Figure 1. Met2 routing.
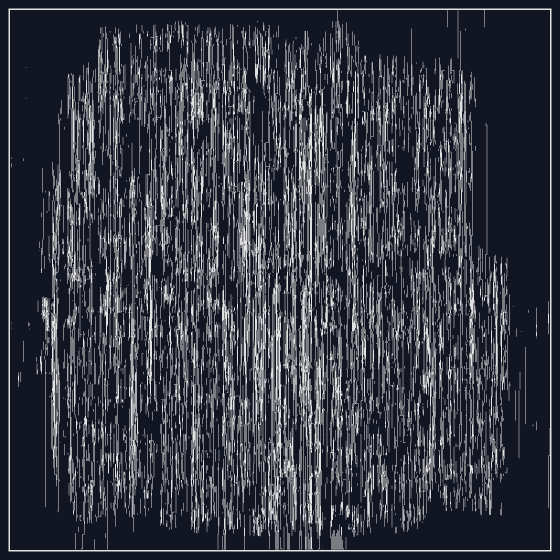
Figure 2. Metal 4.
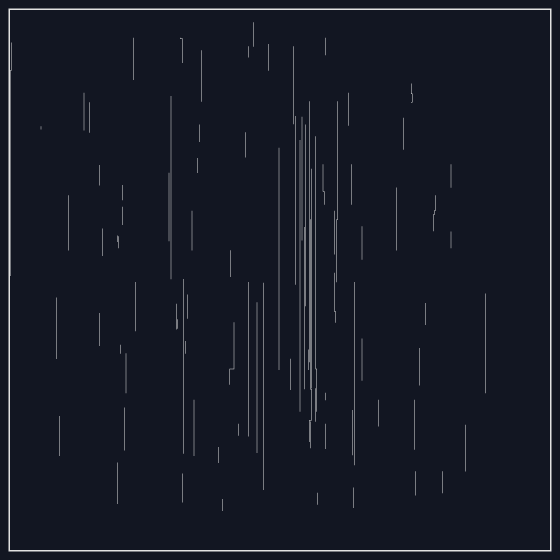
Figure 3. Metal 3.
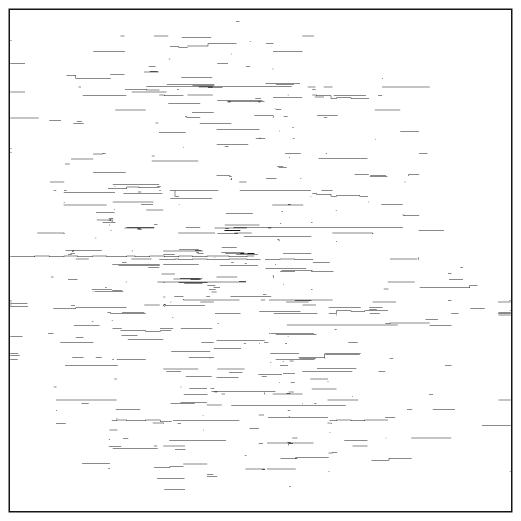
`src/rtl/ref_buffer_pkg.sv`:
```
// Shared definitions for the circular I/Q reference buffer: state encoding,
// default widths and the index-wrap helper.
package ref_buffer_pkg;

    localparam int DEF_I_BITS     = 12;
    localparam int DEF_Q_BITS     = 12;
    localparam int DEF_BUF_LENGTH = 64;
    localparam int DEF_INDEX_BITS = 6;

    typedef enum logic [0:0] {
        ST_IDLE  = 1'b0,
        ST_BURST = 1'b1
    } state_e;

    // Single-step wrap: an index at or beyond len has len subtracted once.
    function automatic int unsigned wrap_index(input int unsigned idx, input int unsigned len);
        if (idx >= len) begin
            return idx - len;
        end else begin
            return idx;
        end
    endfunction

endpackage

```
`src/rtl/ref_skid_buffer.sv`:
```
// Two-entry valid/ready output register. Entry 0 drives the outputs directly,
// entry 1 absorbs the sample still in flight when the consumer stalls.
module ref_skid_buffer #(
    parameter int DW = 25
) (
    input  logic          clk,
    input  logic          rst_n,
    input  logic          in_valid,
    input  logic [DW-1:0] in_data,
    input  logic          out_ready,
    output logic          out_valid,
    output logic [DW-1:0] out_data,
    output logic [1:0]    level
);

    logic          valid0_r;
    logic          valid1_r;
    logic [DW-1:0] data0_r;
    logic [DW-1:0] data1_r;
    logic          push_s;
    logic          pop_s;

    assign push_s    = in_valid;
    assign pop_s     = valid0_r & out_ready;
    assign out_valid = valid0_r;
    assign out_data  = data0_r;
    assign level     = {valid1_r, valid0_r & ~valid1_r};

    // Entry storage and shifting; the upstream never pushes into a full buffer without a pop.
    always_ff @(posedge clk or negedge rst_n) begin
        if (!rst_n) begin
            valid0_r <= 1'b0;
            valid1_r <= 1'b0;
            data0_r  <= {DW{1'b0}};
            data1_r  <= {DW{1'b0}};
        end else begin
            case ({push_s, pop_s})
                2'b10: begin
                    if (!valid0_r) begin
                        data0_r  <= in_data;
                        valid0_r <= 1'b1;
                    end else if (!valid1_r) begin
                        data1_r  <= in_data;
                        valid1_r <= 1'b1;
                    end
                end
                2'b01: begin
                    if (valid1_r) begin
                        data0_r  <= data1_r;
                        valid1_r <= 1'b0;
                    end else begin
                        valid0_r <= 1'b0;
                    end
                end
                2'b11: begin
                    if (valid1_r) begin
                        data0_r <= data1_r;
                        data1_r <= in_data;
                    end else begin
                        data0_r <= in_data;
                    end
                end
                default: begin
                end
            endcase
        end
    end

endmodule

```
`src/rtl/ref_circular_buffer.sv`:
```
// Circular I/Q reference-sample store: valid/ready loading, burst reads of
// rlen+1 samples from any start index with wrap at BUF_LENGTH.
module ref_circular_buffer
    import ref_buffer_pkg::*;
#(
    parameter int I_BITS     = DEF_I_BITS,
    parameter int Q_BITS     = DEF_Q_BITS,
    parameter int BUF_LENGTH = DEF_BUF_LENGTH,
    parameter int INDEX_BITS = DEF_INDEX_BITS
) (
    input  logic                         clk,
    input  logic                         rst_n,
    input  logic                         s_axi_wr_valid,
    output logic                         s_axi_wr_ready,
    input  logic signed [I_BITS-1:0]     wr_i,
    input  logic signed [Q_BITS-1:0]     wr_q,
    input  logic                         wr_last,
    input  logic                         m_axi_ref_rvalid,
    output logic                         s_axi_ref_arready,
    input  logic [INDEX_BITS-1:0]        m_axi_ref_raddr,
    input  logic [INDEX_BITS-1:0]        m_axi_ref_rlen,
    input  logic                         m_axi_ref_rready,
    output logic                         s_axi_ref_rvalid,
    output logic signed [I_BITS-1:0]     ref_i,
    output logic signed [Q_BITS-1:0]     ref_q,
    output logic                         s_axi_ref_rlast,
    output logic                         loaded
);

    localparam int AW = (BUF_LENGTH > 1) ? $clog2(BUF_LENGTH) : 1;
    localparam int DW = I_BITS + Q_BITS;

    state_e                state_r;
    state_e                state_nxt_s;
    logic [AW-1:0]         wr_ptr_r;
    logic [AW-1:0]         rd_ptr_r;
    logic [INDEX_BITS-1:0] remaining_r;
    logic                  issue_active_r;
    logic [DW-1:0]         mem_r [BUF_LENGTH];
    logic [DW:0]           mem_data_r;
    logic                  mem_valid_r;
    logic                  wr_ready_r;
    logic                  arready_r;
    logic                  loaded_r;

    logic                  wr_fire_s;
    logic                  rd_fire_s;
    logic                  pop_s;
    logic                  issue_s;
    logic                  wr_wrap_s;
    logic                  loaded_nxt_s;
    logic                  last_issue_s;
    logic [1:0]            level_s;
    logic [1:0]            occ_s;
    logic                  out_valid_s;
    logic [DW:0]           out_data_s;

    assign wr_fire_s    = s_axi_wr_valid & wr_ready_r;
    assign rd_fire_s    = m_axi_ref_rvalid & arready_r;
    assign pop_s        = out_valid_s & m_axi_ref_rready;
    assign wr_wrap_s    = (wr_ptr_r == AW'(BUF_LENGTH - 1)) | wr_last;
    assign loaded_nxt_s = loaded_r | (wr_fire_s & wr_wrap_s);
    assign last_issue_s = (remaining_r == {INDEX_BITS{1'b0}});

    // Samples in the memory stage plus the skid must never exceed the skid depth.
    assign occ_s   = level_s + {1'b0, mem_valid_r};
    assign issue_s = issue_active_r & ((occ_s < 2'd2) | (pop_s & (occ_s == 2'd2)));

    assign s_axi_wr_ready    = wr_ready_r;
    assign s_axi_ref_arready = arready_r;
    assign loaded            = loaded_r;
    assign s_axi_ref_rvalid  = out_valid_s;
    assign ref_i             = out_data_s[DW -: I_BITS];
    assign ref_q             = out_data_s[Q_BITS:1];
    assign s_axi_ref_rlast   = out_data_s[0];

    // Next-state decode for the request/burst FSM.
    always_comb begin
        state_nxt_s = state_r;
        case (state_r)
            ST_IDLE: begin
                if (rd_fire_s) begin
                    state_nxt_s = ST_BURST;
                end else begin
                    state_nxt_s = ST_IDLE;
                end
            end
            ST_BURST: begin
                if (pop_s & out_data_s[0]) begin
                    state_nxt_s = ST_IDLE;
                end else begin
                    state_nxt_s = ST_BURST;
                end
            end
            default: begin
                state_nxt_s = ST_IDLE;
            end
        endcase
    end

    // FSM state, registered handshake outputs, load flag and write pointer.
    always_ff @(posedge clk or negedge rst_n) begin
        if (!rst_n) begin
            state_r    <= ST_IDLE;
            wr_ready_r <= 1'b0;
            arready_r  <= 1'b0;
            loaded_r   <= 1'b0;
            wr_ptr_r   <= {AW{1'b0}};
        end else begin
            state_r    <= state_nxt_s;
            wr_ready_r <= (state_nxt_s == ST_IDLE);
            arready_r  <= loaded_nxt_s & (state_nxt_s == ST_IDLE);
            loaded_r   <= loaded_nxt_s;
            if (wr_fire_s) begin
                if (wr_wrap_s) begin
                    wr_ptr_r <= {AW{1'b0}};
                end else begin
                    wr_ptr_r <= wr_ptr_r + AW'(1);
                end
            end
        end
    end

    // Sample storage; contents survive reset, the loaded flag gates reuse.
    always_ff @(posedge clk) begin
        if (wr_fire_s) begin
            mem_r[wr_ptr_r] <= {wr_i, wr_q};
        end
    end

    // Read address/counter and the registered memory stage feeding the skid.
    always_ff @(posedge clk or negedge rst_n) begin
        if (!rst_n) begin
            rd_ptr_r       <= {AW{1'b0}};
            remaining_r    <= {INDEX_BITS{1'b0}};
            issue_active_r <= 1'b0;
            mem_valid_r    <= 1'b0;
            mem_data_r     <= {(DW + 1){1'b0}};
        end else begin
            mem_valid_r <= issue_s;
            if (rd_fire_s) begin
                rd_ptr_r       <= AW'(wrap_index(32'(m_axi_ref_raddr), BUF_LENGTH));
                remaining_r    <= m_axi_ref_rlen;
                issue_active_r <= 1'b1;
            end else if (issue_s) begin
                mem_data_r <= {mem_r[rd_ptr_r], last_issue_s};
                if (rd_ptr_r == AW'(BUF_LENGTH - 1)) begin
                    rd_ptr_r <= {AW{1'b0}};
                end else begin
                    rd_ptr_r <= rd_ptr_r + AW'(1);
                end
                if (last_issue_s) begin
                    issue_active_r <= 1'b0;
                end else begin
                    remaining_r <= remaining_r - INDEX_BITS'(1);
                end
            end
        end
    end

    ref_skid_buffer #(
        .DW (DW + 1)
    ) u_skid (
        .clk       (clk),
        .rst_n     (rst_n),
        .in_valid  (mem_valid_r),
        .in_data   (mem_data_r),
        .out_ready (m_axi_ref_rready),
        .out_valid (out_valid_s),
        .out_data  (out_data_s),
        .level     (level_s)
    );

endmodule

```
`config.mk`:
```
export PLATFORM = sky130hd
export DESIGN_NAME = ref_circular_buffer
export DESIGN_NICKNAME = d
export VERILOG_FILES = /design/src/rtl/ref_buffer_pkg.sv /design/src/rtl/ref_skid_buffer.sv /design/src/rtl/ref_circular_buffer.sv
export SDC_FILE = /design/constraint.sdc
export NUM_CORES = 2
export LEC_CHECK = 0
export CAP_MARGIN = 20
export CELL_PAD_IN_SITES_DETAIL_PLACEMENT = 1
export CELL_PAD_IN_SITES_GLOBAL_PLACEMENT = 2
export CORE_MARGIN = 8
export CORE_UTILIZATION = 30
export DETAILED_ROUTE_END_ITERATION = 16
export PLACE_DENSITY = 0.49
export SLEW_MARGIN = 30
export SYNTH_ARGS = -nofsm -noshare
export SYNTH_HDL_FRONTEND = slang
export SYNTH_SLANG_ARGS = --single-unit
```
`constraint.sdc`:
```
create_clock -name clk -period 3.14 [get_ports clk]
set_input_delay 0.314 -clock clk [delete_from_list [all_inputs] [get_ports clk]]
set_output_delay 0.314 -clock clk [all_outputs]
set_load 0.01 [all_outputs]
```
==> results.tsv <==
metric	value	unit
top_cells_by_area	edfxtp_1 73%, mux4_2 11%, dfrtp_1 4.0%, mux2i_1 3.1%, a22oi_1 0.68%	
via_per_inst	5.02	
syn_nets	3087	
dp_slack	-0.321	ns
yosysSeqAreaShare	77.4	%
drt-wirelength-per-cell	30.7	microns
hold_viol	0	
path_cells	buf_12 > mux4_2 > mux4_2 > a221oi_2 > buf_4 > a311oi_1	
rsz0062_at_grt	no	
htreeDepth	4	
grt_pass1_wl	274	mm
layout.area.seq	48700	sq um
first_pass_iters	6	
drtAntennaViolNets	0	
critPathSlowestCell	dfrtp_4	
fin_skew	0.0434	ns
crit_path_max_incr_delay	0.72	ns
dp.cells	6014	
dr_wl_met2	93.5	mm
grt-busiest-layer	met2	
clkTransAtPathRegs	0.06	ns
drc_errors	0	
status	finished clean	
clkLatencyLatePin	0.82	ns
min_period_over_period	96.9	%
synth-main-ff-cell	edfxtp_1	
die_w	474	microns
fp.coreArea	209000	sq um
ys_cells	3040	
dr.max_layer_used	met5	
instances_no_fill	6363	
synth-seq-cells	1637	
dp_hpwl	121	mm
cts-root-buf	clkbuf_16	
rows	168	
cts_tree	built	
synth_cell_type_count	49	
crit_buf_inv	2	
place_congestion	0.787	
hp-class	input port to flop	
maxSlewHeadroom	36.7	%
fmax	0.329	GHz
critPathTopFamily	multiplexers	
drv_slew	0	
-- Figure 1 (at the start) --
main direction = vertical
longest straight run = 191 microns
wire length on this layer = 93.5 mm
met2 Usage GRT: 28.2%
Routed Wire Length: 195 mm
via count: 31.9k

-- Figure 2 (at the start) --
longest straight run = 238 microns
nets with wire on the layer = 41
main direction = vertical

-- Figure 3 (at the start) --
longest straight run = 160 microns
nets with wire on the layer = 219
GR met3 Demand/Resource: 2.48%

[where the power goes]
group / switching [W] / total (W) / internal, W / leakage [nW]
clock: 0.00861 / 0.0206 / 0.0120 / 2.79
combinational: 0.00963 / 0.0167 / 0.00704 / 6.40
sequential: 0.000306 / 0.0244 / 0.0240 / 15.2
total: 0.0185 / 0.0616 / 0.0430 / 24.3
[registers in the layout, indices dropped and copies added (netlist names)]
name / flops
wr_ptr_r: 6
u_skid.out_data: 25
mem_valid_r: 1
rd_ptr_r: 6
u_skid.out_valid: 1
s_axi_wr_ready: 1
mem_data_r: 25
s_axi_ref_arready: 1
state_r: 1
loaded: 1
u_skid.valid1_r: 1
u_skid.data1_r: 25
remaining_r: 6
mem_r: 1536
issue_active_r: 1
[kinds of logic after synthesis]
family	share of synthesized area, %
flops	77.4
mux	14.8
compound gates	3.84
simple gates	2.22
buf+inv	1.48
xor+xnor	0.125
fa+ha+maj	0.0996
[timing repair]
action / CTS / global route
endpoints found under the setup margin: 9 / 2
hold buffers: 7 / 0
buffers inserted: 3 / 0
hold endpoints to repair: 103 / 0
pin swaps: 0 / 0
gates resized: 7 / 2
[cell usage in the layout (no fill, tap or decap), types with 8 or more instances in the layout]
cell	instances
a221oi_1	19
o22a_1	14
buf_2	20
o21ai_0	21
dfrtp_1	97
diode_2	12
a31oi_1	16
o41a_1	10
edfxtp_1	1536
a21oi_1	38
nand2_1	103
a311oi_1	9
a22oi_1	57
o2111a_1	9
buf_12	74
bufinv_16	15
o22ai_1	64
clkbuf_1	39
inv_6	10
or3_1	29
a222oi_1	25
mux4_2	310
clkinv_2	30
mux2i_1	192
clkinv_1	41
nand2b_1	14
nand3_1	12
nor2b_1	8
inv_1	32
o21ai_1	25
nor2_2	65
clkdlybuf4s50_1	45
buf_4	207
mux2_2	36
clkbuf_16	182
nor2_1	45
a32oi_1	9
[through the flow]
step	util (%)	total power [W]	TNS, ns
finish	36.0	0.0616	0
global route	36.0	0.0639	0
CTS	36.0	0.0626	0
detailed placement	33.2	0.0416	-1.03
global placement	33.1	0.0414	-2.19
floorplan	-	0.0341	0
[layout make-up]
| cell class | count | area share, % |
|---|---|---|
| Multi-Input combinational cell | 1197 | 18.0 |
| Clock inverter | 101 | 1.22 |
| Timing Repair Buffer | 353 | 4.86 |
| Antenna cell | 12 | 0.0399 |
| Inverter | 32 | 0.160 |
| Clock buffer | 226 | 6.34 |
| Tap cell | 2805 | 4.67 |
| Sequential cell | 1637 | 64.7 |
[worst paths after layout]
path,from,end,slack [ns],cells past startpoint
worst max-delay path,rd_ptr_r[1]$_DFFE_PN0P_,mem_data_r[21]$_DFFE_PN0P_,0.1,6
worst min-delay path,wr_i[1],mem_r[22][13]$_DFFE_PP_,0.04,1
worst max register to register,rd_ptr_r[1]$_DFFE_PN0P_,mem_data_r[21]$_DFFE_PN0P_,0.1,6
worst min register to register,u_skid.data1_r[15]$_DFFE_PN0P_,u_skid.out_data[15]$_DFFE_PN0P_,0.50,2
max in group asynchronous,rst_n,mem_data_r[19]$_DFFE_PN0P_,2.17,3
min in group asynchronous,rst_n,u_skid.out_data[16]$_DFFE_PN0P_,0.18,2
No activity file was given, so power comes from the tool's default toggle rates.
